$ cat config.mk
export PLATFORM = sky130hd
export DESIGN_NAME = determinante_nxn_seq
export DESIGN_NICKNAME = d
export VERILOG_FILES = /design/src/rtl/determinante_nxn_seq.sv
export SDC_FILE = /design/constraint.sdc
export NUM_CORES = 1
export LEC_CHECK = 0
export CAP_MARGIN = 40
export CORE_ASPECT_RATIO = 1.2
export CORE_MARGIN = 1
export CORE_UTILIZATION = 45
export DETAILED_ROUTE_END_ITERATION = 10
export SYNTH_ARGS = -nofsm -noshare
export SYNTH_HDL_FRONTEND = slang
export SYNTH_SLANG_ARGS = --single-unit
$ cat constraint.sdc
create_clock -name clk -period 13.6 [get_ports clk]
set_input_delay 2.04 -clock clk [delete_from_list [all_inputs] [get_ports clk]]
set_output_delay 2.04 -clock clk [all_outputs]
set_load 0.02 [all_outputs]
$ cat src/rtl/determinante_nxn_seq.sv
// Sequential determinant engine for 2x2/3x3/4x4 signed matrices.
// The engine sums the 24 signed permutation products of a 4x4 matrix with one shared multiplier.
module determinante_nxn_seq #(
    parameter int DATA_W = 8,
    parameter int DET_W  = 32
) (
    input  logic                  clk,
    input  logic                  rst,
    input  logic                  start,
    input  logic [1:0]            size,
    input  logic [16*DATA_W-1:0]  matriz,
    output logic [DET_W-1:0]      det,
    output logic                  done,
    output logic                  busy,
    output logic                  overflow,
    output logic                  err
);

    localparam int PROD_W = 4 * DATA_W;
    localparam int ACC_W  = PROD_W + 5;
    localparam logic signed [ACC_W-1:0] ACC_MAX = {{(ACC_W-DET_W+1){1'b0}}, {(DET_W-1){1'b1}}};
    localparam logic signed [ACC_W-1:0] ACC_MIN = {{(ACC_W-DET_W+1){1'b1}}, {(DET_W-1){1'b0}}};
    localparam logic [DATA_W-1:0]       ONE     = {{(DATA_W-1){1'b0}}, 1'b1};

    typedef enum logic [1:0] {IDLE = 2'd0, RUN = 2'd1, FIN = 2'd2} state_t;

    // Column chosen in rows 0..3, two bits each, row 0 in the MSBs.
    function automatic logic [7:0] perm_rom(input logic [4:0] t);
        case (t)
            5'd0:    perm_rom = 8'b00_01_10_11;
            5'd1:    perm_rom = 8'b00_01_11_10;
            5'd2:    perm_rom = 8'b00_10_01_11;
            5'd3:    perm_rom = 8'b00_10_11_01;
            5'd4:    perm_rom = 8'b00_11_01_10;
            5'd5:    perm_rom = 8'b00_11_10_01;
            5'd6:    perm_rom = 8'b01_00_10_11;
            5'd7:    perm_rom = 8'b01_00_11_10;
            5'd8:    perm_rom = 8'b01_10_00_11;
            5'd9:    perm_rom = 8'b01_10_11_00;
            5'd10:   perm_rom = 8'b01_11_00_10;
            5'd11:   perm_rom = 8'b01_11_10_00;
            5'd12:   perm_rom = 8'b10_00_01_11;
            5'd13:   perm_rom = 8'b10_00_11_01;
            5'd14:   perm_rom = 8'b10_01_00_11;
            5'd15:   perm_rom = 8'b10_01_11_00;
            5'd16:   perm_rom = 8'b10_11_00_01;
            5'd17:   perm_rom = 8'b10_11_01_00;
            5'd18:   perm_rom = 8'b11_00_01_10;
            5'd19:   perm_rom = 8'b11_00_10_01;
            5'd20:   perm_rom = 8'b11_01_00_10;
            5'd21:   perm_rom = 8'b11_01_10_00;
            5'd22:   perm_rom = 8'b11_10_00_01;
            5'd23:   perm_rom = 8'b11_10_01_00;
            default: perm_rom = 8'b00_01_10_11;
        endcase
    endfunction

    // Permutation parity as the parity of its inversion count (1 = odd).
    function automatic logic perm_parity(input logic [7:0] p);
        logic par;
        par = 1'b0;
        for (int i = 0; i < 3; i++) begin
            for (int j = i + 1; j < 4; j++) begin
                par = par ^ (p[7-2*i -: 2] > p[7-2*j -: 2]);
            end
        end
        return par;
    endfunction

    state_t                    state_r, state_next_s;
    logic signed [DATA_W-1:0]  m_r [16];
    logic signed [DATA_W-1:0]  pad_s [16];
    logic                      err_pend_r;
    logic [4:0]                t_r;
    logic [1:0]                s_r;
    logic signed [PROD_W-1:0]  prod_r, prod_next_s;
    logic signed [ACC_W-1:0]   acc_r, prod_ext_s;
    logic [7:0]                perm_s;
    logic [1:0]                col_s;
    logic signed [DATA_W-1:0]  factor_s;
    logic                      accept_s, last_s;
    logic [DET_W-1:0]          sat_det_s;
    logic                      sat_ovf_s;
    logic [DET_W-1:0]          det_r;
    logic                      done_r, busy_r, ovf_r, err_r;

    assign accept_s = start & ~busy_r;
    assign last_s   = (state_r == RUN) && (t_r == 5'd23) && (s_r == 2'd3);
    assign perm_s   = perm_rom(t_r);

    // Unused rows/columns become identity so every size runs the 4x4 datapath.
    always_comb begin
        for (int r = 0; r < 4; r++) begin
            for (int c = 0; c < 4; c++) begin
                if ((size == 2'd2 && (r >= 2 || c >= 2)) || (size == 2'd3 && (r == 3 || c == 3))) begin
                    pad_s[4*r+c] = (r == c) ? ONE : '0;
                end else begin
                    pad_s[4*r+c] = matriz[(15-(4*r+c))*DATA_W +: DATA_W];
                end
            end
        end
    end

    // Operand selection and the running product of the current term.
    always_comb begin
        case (s_r)
            2'd0:    col_s = perm_s[7:6];
            2'd1:    col_s = perm_s[5:4];
            2'd2:    col_s = perm_s[3:2];
            2'd3:    col_s = perm_s[1:0];
            default: col_s = 2'd0;
        endcase
        factor_s = m_r[{s_r, col_s}];
        if (s_r == 2'd0) begin
            prod_next_s = {{(PROD_W-DATA_W){factor_s[DATA_W-1]}}, factor_s};
        end else begin
            prod_next_s = prod_r * factor_s;
        end
        prod_ext_s = {{(ACC_W-PROD_W){prod_next_s[PROD_W-1]}}, prod_next_s};
    end

    // Clamp the accumulator into the signed DET_W output range.
    always_comb begin
        if (acc_r > ACC_MAX) begin
            sat_det_s = {1'b0, {(DET_W-1){1'b1}}};
            sat_ovf_s = 1'b1;
        end else if (acc_r < ACC_MIN) begin
            sat_det_s = {1'b1, {(DET_W-1){1'b0}}};
            sat_ovf_s = 1'b1;
        end else begin
            sat_det_s = acc_r[DET_W-1:0];
            sat_ovf_s = 1'b0;
        end
    end

    // FSM state register.
    always_ff @(posedge clk or posedge rst) begin
        if (rst) state_r <= IDLE;
        else     state_r <= state_next_s;
    end

    // Next-state logic; FIN accepts a new request because busy is already low.
    always_comb begin
        state_next_s = state_r;
        case (state_r)
            IDLE, FIN: begin
                if (accept_s) state_next_s = (size == 2'd1) ? FIN : RUN;
                else          state_next_s = IDLE;
            end
            RUN: begin
                if (last_s) state_next_s = FIN;
                else        state_next_s = RUN;
            end
            default: state_next_s = IDLE;
        endcase
    end

    // Operand capture, term/step counters, product and accumulator.
    always_ff @(posedge clk or posedge rst) begin
        if (rst) begin
            for (int i = 0; i < 16; i++) m_r[i] <= '0;
            err_pend_r <= 1'b0;
            t_r        <= 5'd0;
            s_r        <= 2'd0;
            prod_r     <= '0;
            acc_r      <= '0;
            busy_r     <= 1'b0;
        end else if (accept_s) begin
            m_r        <= pad_s;
            err_pend_r <= (size == 2'd1);
            t_r        <= 5'd0;
            s_r        <= 2'd0;
            prod_r     <= '0;
            acc_r      <= '0;
            busy_r     <= (size != 2'd1);
        end else if (state_r == RUN) begin
            s_r    <= s_r + 2'd1;
            prod_r <= prod_next_s;
            if (s_r == 2'd3) begin
                t_r   <= t_r + 5'd1;
                acc_r <= perm_parity(perm_s) ? acc_r - prod_ext_s : acc_r + prod_ext_s;
            end
            if (last_s) busy_r <= 1'b0;
        end
    end

    // Result registers, loaded only while in FIN.
    always_ff @(posedge clk or posedge rst) begin
        if (rst) begin
            det_r  <= '0;
            done_r <= 1'b0;
            ovf_r  <= 1'b0;
            err_r  <= 1'b0;
        end else begin
            done_r <= (state_r == FIN);
            if (state_r == FIN) begin
                det_r <= err_pend_r ? '0 : sat_det_s;
                ovf_r <= err_pend_r ? 1'b0 : sat_ovf_s;
                err_r <= err_pend_r;
            end
        end
    end

    assign det      = det_r;
    assign done     = done_r;
    assign busy     = busy_r;
    assign overflow = ovf_r;
    assign err      = err_r;

endmodule

==> flow_metrics.py, run 1 <==
# Physical implementation metrics
metrics = {
    "yosys": {
        "common_cells": "385 x nand2_1, 263 x inv_1, 243 x dfrtp_1",
        "ys_seq_share": 0.2748,
        "mux_share": 0.03246,
        "async_flop_share": 1.000,
        "ys_types": 89,
        "synth_area_per_cell_sq_um": 8.586,
        "ys_seq_elements": 243,
        "synth_top_cell_by_area": "dfrtp_1",
        "synthAdderAreaFrac": 0.2170,
        "yosys.cell_count.top_type": "nand2_1",
        "edf_count": 0,
        "top_cells_by_area": "dfrtp_1 27%, fa_1 14%, ha_1 7.4%",
        "synth.net_count": 2999,
        "synth.cellmix.compoundShare": 0.1443,
        "yosysWarnings": 0,
    },
    "finish": {
        "top_register": "m_r",
        "clkCellAreaFrac": 0.03470,
        "largest_cell_class": "combinational gates",
        "combGateArea_sq_um": 14560,
        "layout.nonclk_buf_frac": 0.07913,
        "clockBufferCount": 37,
        "num_antenna_cells": 0,
        "seq_share": 0.2402,
        "largest_reg_flops": 128,
        "utilization": 0.5237,
        "inverters": 266,
        "nFillCells": 4599,
        "final_cell_mix": "384 x nand2_1, 262 x inv_1, 243 x dfrtp_1",
        "stdcell_count": 3329,
        "seq_area_sq_um": 6081,
        "layout-drive-gt1-share": 0.05484,
        "largest_registers": "m_r (128), acc_r (37)",
        "comb-cell-share": 0.5751,
    },
    "drt": {
        "drtAntennaViolNets": 0,
        "drt_iter0_markers": 1378,
        "vias": 18680,
        "met3_length_mm": 2.812,
        "wl_met1_mm": 27.61,
        "totalWireLength_mm": 66.20,
        "drc": 0,
        "viasPerCell": 5.611,
        "route.met2.wl_mm": 33.72,
    },
    "critical_path": {
        "crit_buf_inv": 6,
        "reg2reg_slack_ns": 0.96,
        "crit_start": "s_r[1]$_DFFE_PP0P_",
        "required_ns": 14.03,
        "path_delay_family": "AND-OR/OR-AND gates",
        "endpoint": "acc_r[34]$_DFFE_PP0P_",
        "cp-end-kind": "register",
        "critical_path_arrival_ns": 13.07,
        "r2r_cells": 45,
        "critPathKind": "reg -> reg",
        "critPathMaxFanout": 34,
        "crit_cells": 45,
        "slowest_delay_ns": 0.78,
    },
    "clock_network": {
        "tritoncts": "done",
        "htreeDepth": 1,
        "numCtsBuffers": 27,
        "post_cts_buffers": 0,
        "cts_sinks": 243,
        "insertion_delay_ns": 0.58,
        "clockBufferDepth": 3,
        "path_clk_slew_ns": 0.06,
    },
    "placed_design": {
        "port-buffer-count": 168,
        "dp_hpwl_mm": 51.00,
        "dp.cells": 3281,
        "placed_cell_area_sq_um": 24430,
    },
    "sta": {
        "post-route-min-period_ns": 12.64,
        "max-slew-margin-rel": 0.3738,
        "slew_viol_final": 0,
        "holdWs_ns": 0.4613,
        "final.setup.worst_slack_ns": 0.9557,
        "tightest_slew_ns": 0.9393,
        "skew_ns": 0.02955,
        "fmax_ghz": 0.07909,
        "finalClockPeriodUsage": 0.9297,
        "hold_viol": 0,
    },
    "hold_path": {
        "whs_path_depth": 2,
        "hp-start": "m_r[101]$_DFFE_PP0P_",
        "hp-class": "reg -> reg",
    },
    "global_routing": {
        "overflow": 0,
        "grt_max_degree": 100,
        "grt_pass1_vias": 18810,
        "grt_pass1_wl_mm": 104.4,
        "grt-busiest-layer": "met2",
        "met2_usage": 0.4681,
        "grt_use_met1": 0.3380,
        "grt_antenna_before_repair": 0,
        "met3_usage": 0.02230,
    },
    "flow_run": {
        "maxCapViolations": 0,
        "warning_count": 39,
    },
    "floorplanning": {
        "chipArea_sq_um": 50060,
        "ios": 169,
        "die_w_um": 204.4,
        "core.rowCount": 88,
    },
    "run_status": {
        "status": "finished, final reports clean",
    },
}
Figure 1. I/O nets highlighted (run 1).
The bar under the picture is 50 um long.
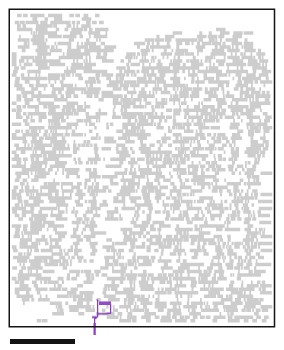
busy -> purple  # bits 1, direction output, edge bottom, end cells 1, buffers 1, wire 42.8 um

Figure 2. Signal wires on met2 (run 1).
Cells faint in the background.
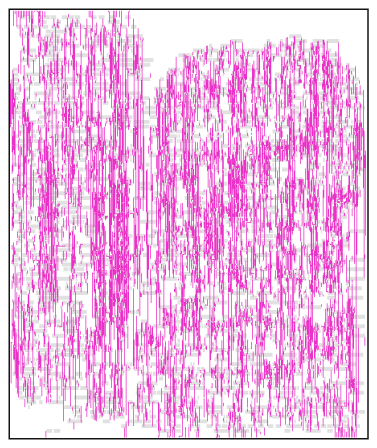
wire length on this layer = 33.7 mm
share of all routed wire = 51%
main direction = vertical
longest straight run = 103 um

Figure 3. Congestion heat map (run 1).
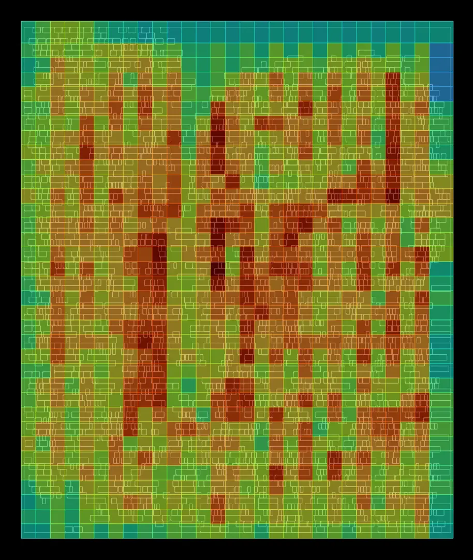
all-layer global routing usage: 0.2641
mean routed wirelength per cell: 19.88 um

Figure 4. Metal 1 (run 1).
Supply wires on this layer in grey. Cells faint in the background.
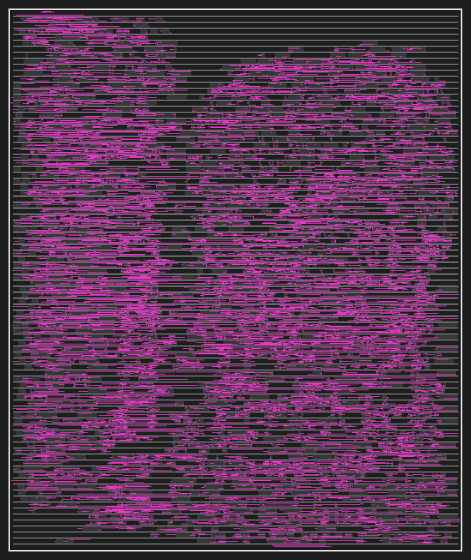

--- run 2 (diff from run 1) ---
==> constraint.sdc (replaced) <==
create_clock -name clk -period 13.6 [get_ports clk]
set_input_delay 2.04 -clock clk [delete_from_list [all_inputs] [get_ports clk]]
set_output_delay 2.04 -clock clk [all_outputs]
set_load 0.1 [all_outputs]
Figure 5. Metal 1 (run 2).
Supply wires on this layer in grey. Cells faint in the background.
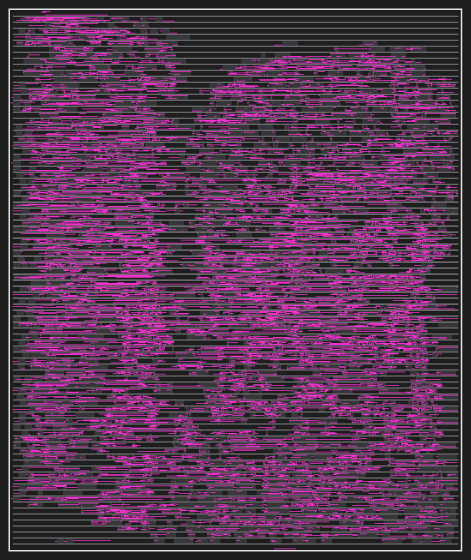
nets with wire on the layer = 2896
share of all routed wire = 41%
longest straight run = 57.0 um

Figure 6. I/O nets highlighted (run 2).
The bar under the picture is 50 um long.
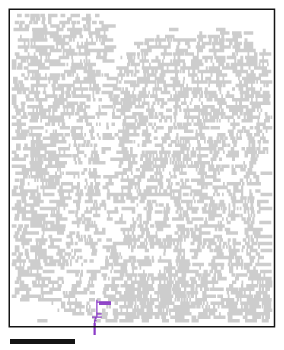
busy -> purple  # bits 1, direction output, edge bottom, end cells 1, buffers 2, wire 43.1 um

==> run 2 against run 1 <==
  * Critical endpoint unchanged
  * Register-to-register slack got worse by 0.09 ns
  * Highest routed layer unchanged
  * Critical path type unchanged
  * Largest cell class unchanged
==> flow_metrics.py, run 2 <==
# Physical implementation metrics
metrics = {
    "drt": {
        "met3_length_mm": 2.876,
        "viasPerCell": 5.552,
        "drc": 0,
        "wl_met1_mm": 27.81,
        "drt_iter0_markers": 1233,
        "wl_per_cell_um": 19.96,
        "drtAntennaViolNets": 0,
    },
    "global_routing": {
        "met3_usage": 0.02735,
        "grt_pass1_vias": 19170,
        "grt_antenna_before_repair": 0,
        "grt_use_met1": 0.3389,
        "grt-busiest-layer": "met2",
        "track_usage": 0.2694,
    },
    "finish": {
        "final_cell_mix": "385 x nand2_1, 262 x inv_1, 243 x dfrtp_1",
        "comb-cell-share": 0.5582,
        "clkCellAreaFrac": 0.03961,
        "layout.nonclk_buf_frac": 0.1004,
        "combGateArea_sq_um": 14570,
        "largest_cell_class": "combinational gates",
        "clockBufferCount": 33,
        "top_register": "m_r",
        "utilization": 0.5398,
        "layout-drive-gt1-share": 0.07010,
        "largest_reg_flops": 128,
        "seq_share": 0.2330,
        "nFillCells": 4513,
        "num_antenna_cells": 0,
        "inverters": 266,
    },
    "placed_design": {
        "dp.cells": 3317,
        "dp_hpwl_mm": 51.80,
        "port-buffer-count": 168,
        "placed_cell_area_sq_um": 25050,
    },
    "critical_path": {
        "crit_buf_inv": 6,
        "reg2reg_slack_ns": 0.87,
        "critPathMaxFanout": 34,
        "slowest_delay_ns": 0.76,
        "crit_cells": 46,
        "path_delay_family": "simple AND/OR/NAND/NOR gates",
        "crit_start": "s_r[1]$_DFFE_PP0P_",
        "required_ns": 14.05,
        "critical_path_arrival_ns": 13.18,
        "critPathKind": "reg -> reg",
        "r2r_cells": 46,
        "endpoint": "acc_r[34]$_DFFE_PP0P_",
    },
    "hold_path": {
        "hp-class": "reg -> reg",
    },
    "sta": {
        "post-route-min-period_ns": 12.73,
        "hold_viol": 0,
        "finalClockPeriodUsage": 0.9362,
        "slew_viol_final": 0,
        "max-slew-margin-rel": 0.3919,
        "fmax_ghz": 0.07854,
        "final.setup.worst_slack_ns": 0.8676,
        "holdWs_ns": 0.4694,
    },
    "yosys": {
        "synth.cellmix.compoundShare": 0.1443,
        "synth_area_per_cell_sq_um": 8.586,
        "yosys.cell_count.top_type": "nand2_1",
        "synthAdderAreaFrac": 0.2170,
        "common_cells": "385 x nand2_1, 263 x inv_1, 243 x dfrtp_1",
        "synth.net_count": 2999,
        "yosysWarnings": 0,
        "ys_seq_elements": 243,
        "edf_count": 0,
        "async_flop_share": 1.000,
    },
    "clock_network": {
        "cts_sinks": 243,
        "clockBufferDepth": 3,
        "post_cts_buffers": 0,
        "path_clk_slew_ns": 0.07,
        "numCtsBuffers": 29,
        "insertion_delay_ns": 0.60,
        "htreeDepth": 1,
    },
    "run_status": {
        "status": "finished, final reports clean",
    },
    "floorplanning": {
        "die_w_um": 204.4,
        "core.rowCount": 88,
        "chipArea_sq_um": 50060,
        "ios": 169,
    },
    "flow_run": {
        "maxCapViolations": 0,
    },
}
Figure 7. Signal wires on met2 (run 2).
Cells faint in the background.
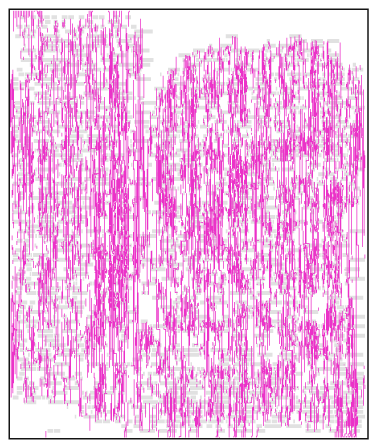

--- run 3 (diff from run 2) ---
--- a/config.mk
+++ b/config.mk
@@ -5,11 +5,13 @@
 export SDC_FILE = /design/constraint.sdc
 export NUM_CORES = 1
 export LEC_CHECK = 0
+export ABC_CLOCK_PERIOD_IN_PS = 13600
 export CAP_MARGIN = 40
 export CORE_ASPECT_RATIO = 1.2
 export CORE_MARGIN = 1
-export CORE_UTILIZATION = 45
+export CORE_UTILIZATION = 60
 export DETAILED_ROUTE_END_ITERATION = 10
+export PLACE_DENSITY = 0.82
 export SYNTH_ARGS = -nofsm -noshare
 export SYNTH_HDL_FRONTEND = slang
 export SYNTH_SLANG_ARGS = --single-unit
Figure 8. Signal wires on met2 (run 3).
Cells faint in the background.
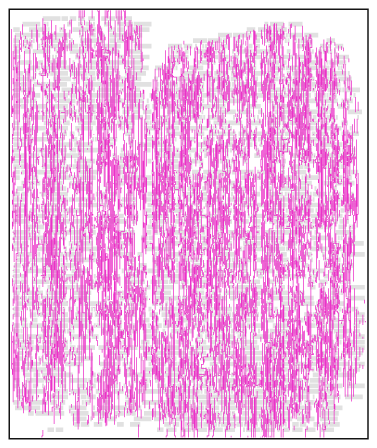
wire length on this layer = 32.1 mm
nets with wire on the layer = 2665
share of all routed wire = 50%

Figure 9. Congestion heat map (run 3).
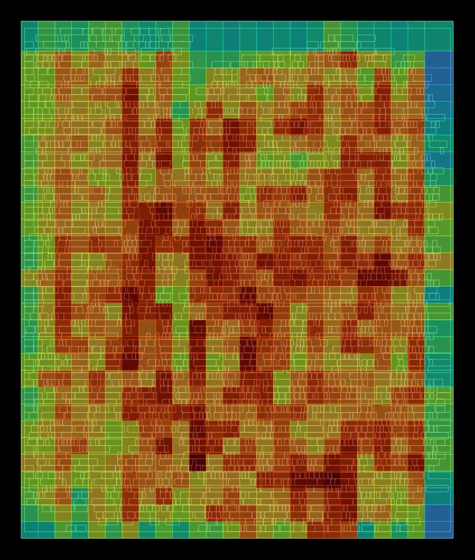
mean routed wirelength per cell: 19.92 um
GR Util met1: 0.4171
met2 Track Usage GR: 0.6099
global-route layer with the greatest usage: met2
met3 Usage GRT: 0.04006

==> run 3 against run 2 <==
  * Synthesized area did not move
  * Design area decreased by 1.5%
  * Core utilization rose by 17 points
  * Die size shrank 25%
  * Register-to-register slack improved by 0.07 ns
  * Clock skew is 0.0055 ns lower
  * Maximum frequency rose by 0.55%
  * Global-route usage grew 7.8 points
  * Cell count is 5.0% lower
  * Highest routed layer unchanged
  * Sequential cell count did not move
==> flow_metrics.py, run 3 <==
# Physical implementation metrics
metrics = {
    "run_status": {
        "status": "finished, final reports clean",
    },
    "critical_path": {
        "critical_path_arrival_ns": 13.15,
        "cpMostUsedCell": "a21oi_1",
        "cp-end-kind": "register",
        "slowest_delay_ns": 0.71,
        "required_ns": 14.08,
        "startpoint_type": "register",
        "crit_start": "t_r[1]$_DFFE_PP0P_",
        "r2r_cells": 41,
        "r2r-start": "t_r[1]$_DFFE_PP0P_",
        "critPathKind": "reg -> reg",
        "r2r-end": "acc_r[33]$_DFFE_PP0P_",
        "critPathMaxFanout": 25,
        "endpoint": "acc_r[33]$_DFFE_PP0P_",
        "reg2reg_slack_ns": 0.94,
        "crit_cells": 41,
        "crit_buf_inv": 3,
        "path_delay_family": "AND-OR/OR-AND gates",
    },
    "yosys": {
        "netlist_instances": 2577,
        "synth.cellmix.compoundShare": 0.1443,
        "ff_type": "dfrtp_1",
        "yosys.cell_count.top_type": "nand2_1",
        "edf_count": 0,
        "synthAdderAreaFrac": 0.2170,
        "yosysTopAreaCellShare": 0.2748,
        "ys_types": 89,
        "yosys_cells": 2577,
        "async_flop_share": 1.000,
        "ys_seq_elements": 243,
        "synth_area_per_cell_sq_um": 8.586,
        "yosysWarnings": 0,
        "ys_seq_share": 0.2748,
        "ys_sh_xor": 0.03681,
        "common_cells": "385 x nand2_1, 263 x inv_1, 243 x dfrtp_1",
        "mux_share": 0.03246,
        "simple_gate_area_frac": 0.2248,
        "synth.net_count": 2999,
        "topCombFamilyByArea": "simple AND/OR/NAND/NOR gates",
    },
    "drt": {
        "met3_length_mm": 3.593,
        "wl_met1_mm": 24.50,
        "top_layer_used": "met4",
        "drc": 0,
        "drt_iter0_markers": 1723,
        "viasPerCell": 6.038,
        "dr.pass1.iters": 9,
        "drtAntennaViolNets": 0,
        "totalWireLength_mm": 63.80,
    },
    "clock_network": {
        "cts_sinks": 243,
        "numCtsBuffers": 27,
        "clockBufferDepth": 3,
        "htreeDepth": 1,
        "insertion_delay_ns": 0.58,
        "tritoncts": "done",
        "cts_hold_buf": 0,
        "clock-root-buffer": "clkbuf_16",
        "post_cts_buffers": 0,
        "path_clk_slew_ns": 0.07,
    },
    "sta": {
        "max-slew-margin-rel": 0.2775,
        "setup_viol": 0,
        "finalClockPeriodUsage": 0.9311,
        "tightest_slew_ns": 1.084,
        "slew_viol_final": 0,
        "hold_viol": 0,
        "tns_ns": 0,
        "skew_ns": 0.03506,
        "rsz0062_at_grt": "no",
        "fmax_ghz": 0.07897,
        "final.setup.worst_slack_ns": 0.9370,
        "post-route-min-period_ns": 12.66,
        "holdWs_ns": 0.4654,
    },
    "floorplanning": {
        "fp_util": 0.6123,
        "nWellTaps": 468,
        "core.rowCount": 76,
        "ios": 169,
        "die_y_um": 212.4,
        "chipArea_sq_um": 37650,
        "die_w_um": 177.3,
    },
    "finish": {
        "utilization": 0.7115,
        "num-nets-final": 3135,
        "logic_gate_count": 1939,
        "nFillCells": 2723,
        "stdcell_count": 3202,
        "inverters": 266,
        "largest_cell_class": "combinational gates",
        "layout-drive-gt1-share": 0.06730,
        "largest_reg_flops": 128,
        "layout.nonclk_buf_frac": 0.09972,
        "syn2layout_area_growth_pct": 16.20,
        "num_antenna_cells": 0,
        "final_area_sq_um": 25710,
        "combGateArea_sq_um": 14560,
        "top_register": "m_r",
        "comb-cell-share": 0.5664,
        "clkCellAreaFrac": 0.03543,
        "seq_share": 0.2365,
        "final_cell_mix": "385 x nand2_1, 262 x inv_1, 243 x dfrtp_1",
        "seq_area_sq_um": 6081,
        "clockBufferCount": 39,
    },
    "hold_path": {
        "whs_path_depth": 2,
        "hp-class": "reg -> reg",
        "hp-start": "m_r[30]$_DFFE_PP0P_",
    },
    "flow_run": {
        "maxCapViolations": 0,
        "warning_count": 39,
    },
    "placed_design": {
        "place_ws_ns": 1.087,
        "gp_congestion": 1.014,
        "dp.cells": 3152,
        "placed_cell_area_sq_um": 24790,
        "dp_hpwl_mm": 48.55,
        "port-buffer-count": 168,
    },
    "global_routing": {
        "grt_max_degree": 99,
        "overflow": 0,
        "grt_pass1_vias": 19670,
        "grt_pass1_wl_mm": 102.5,
        "grt_antenna_before_repair": 0,
        "track_usage": 0.3472,
    },
}
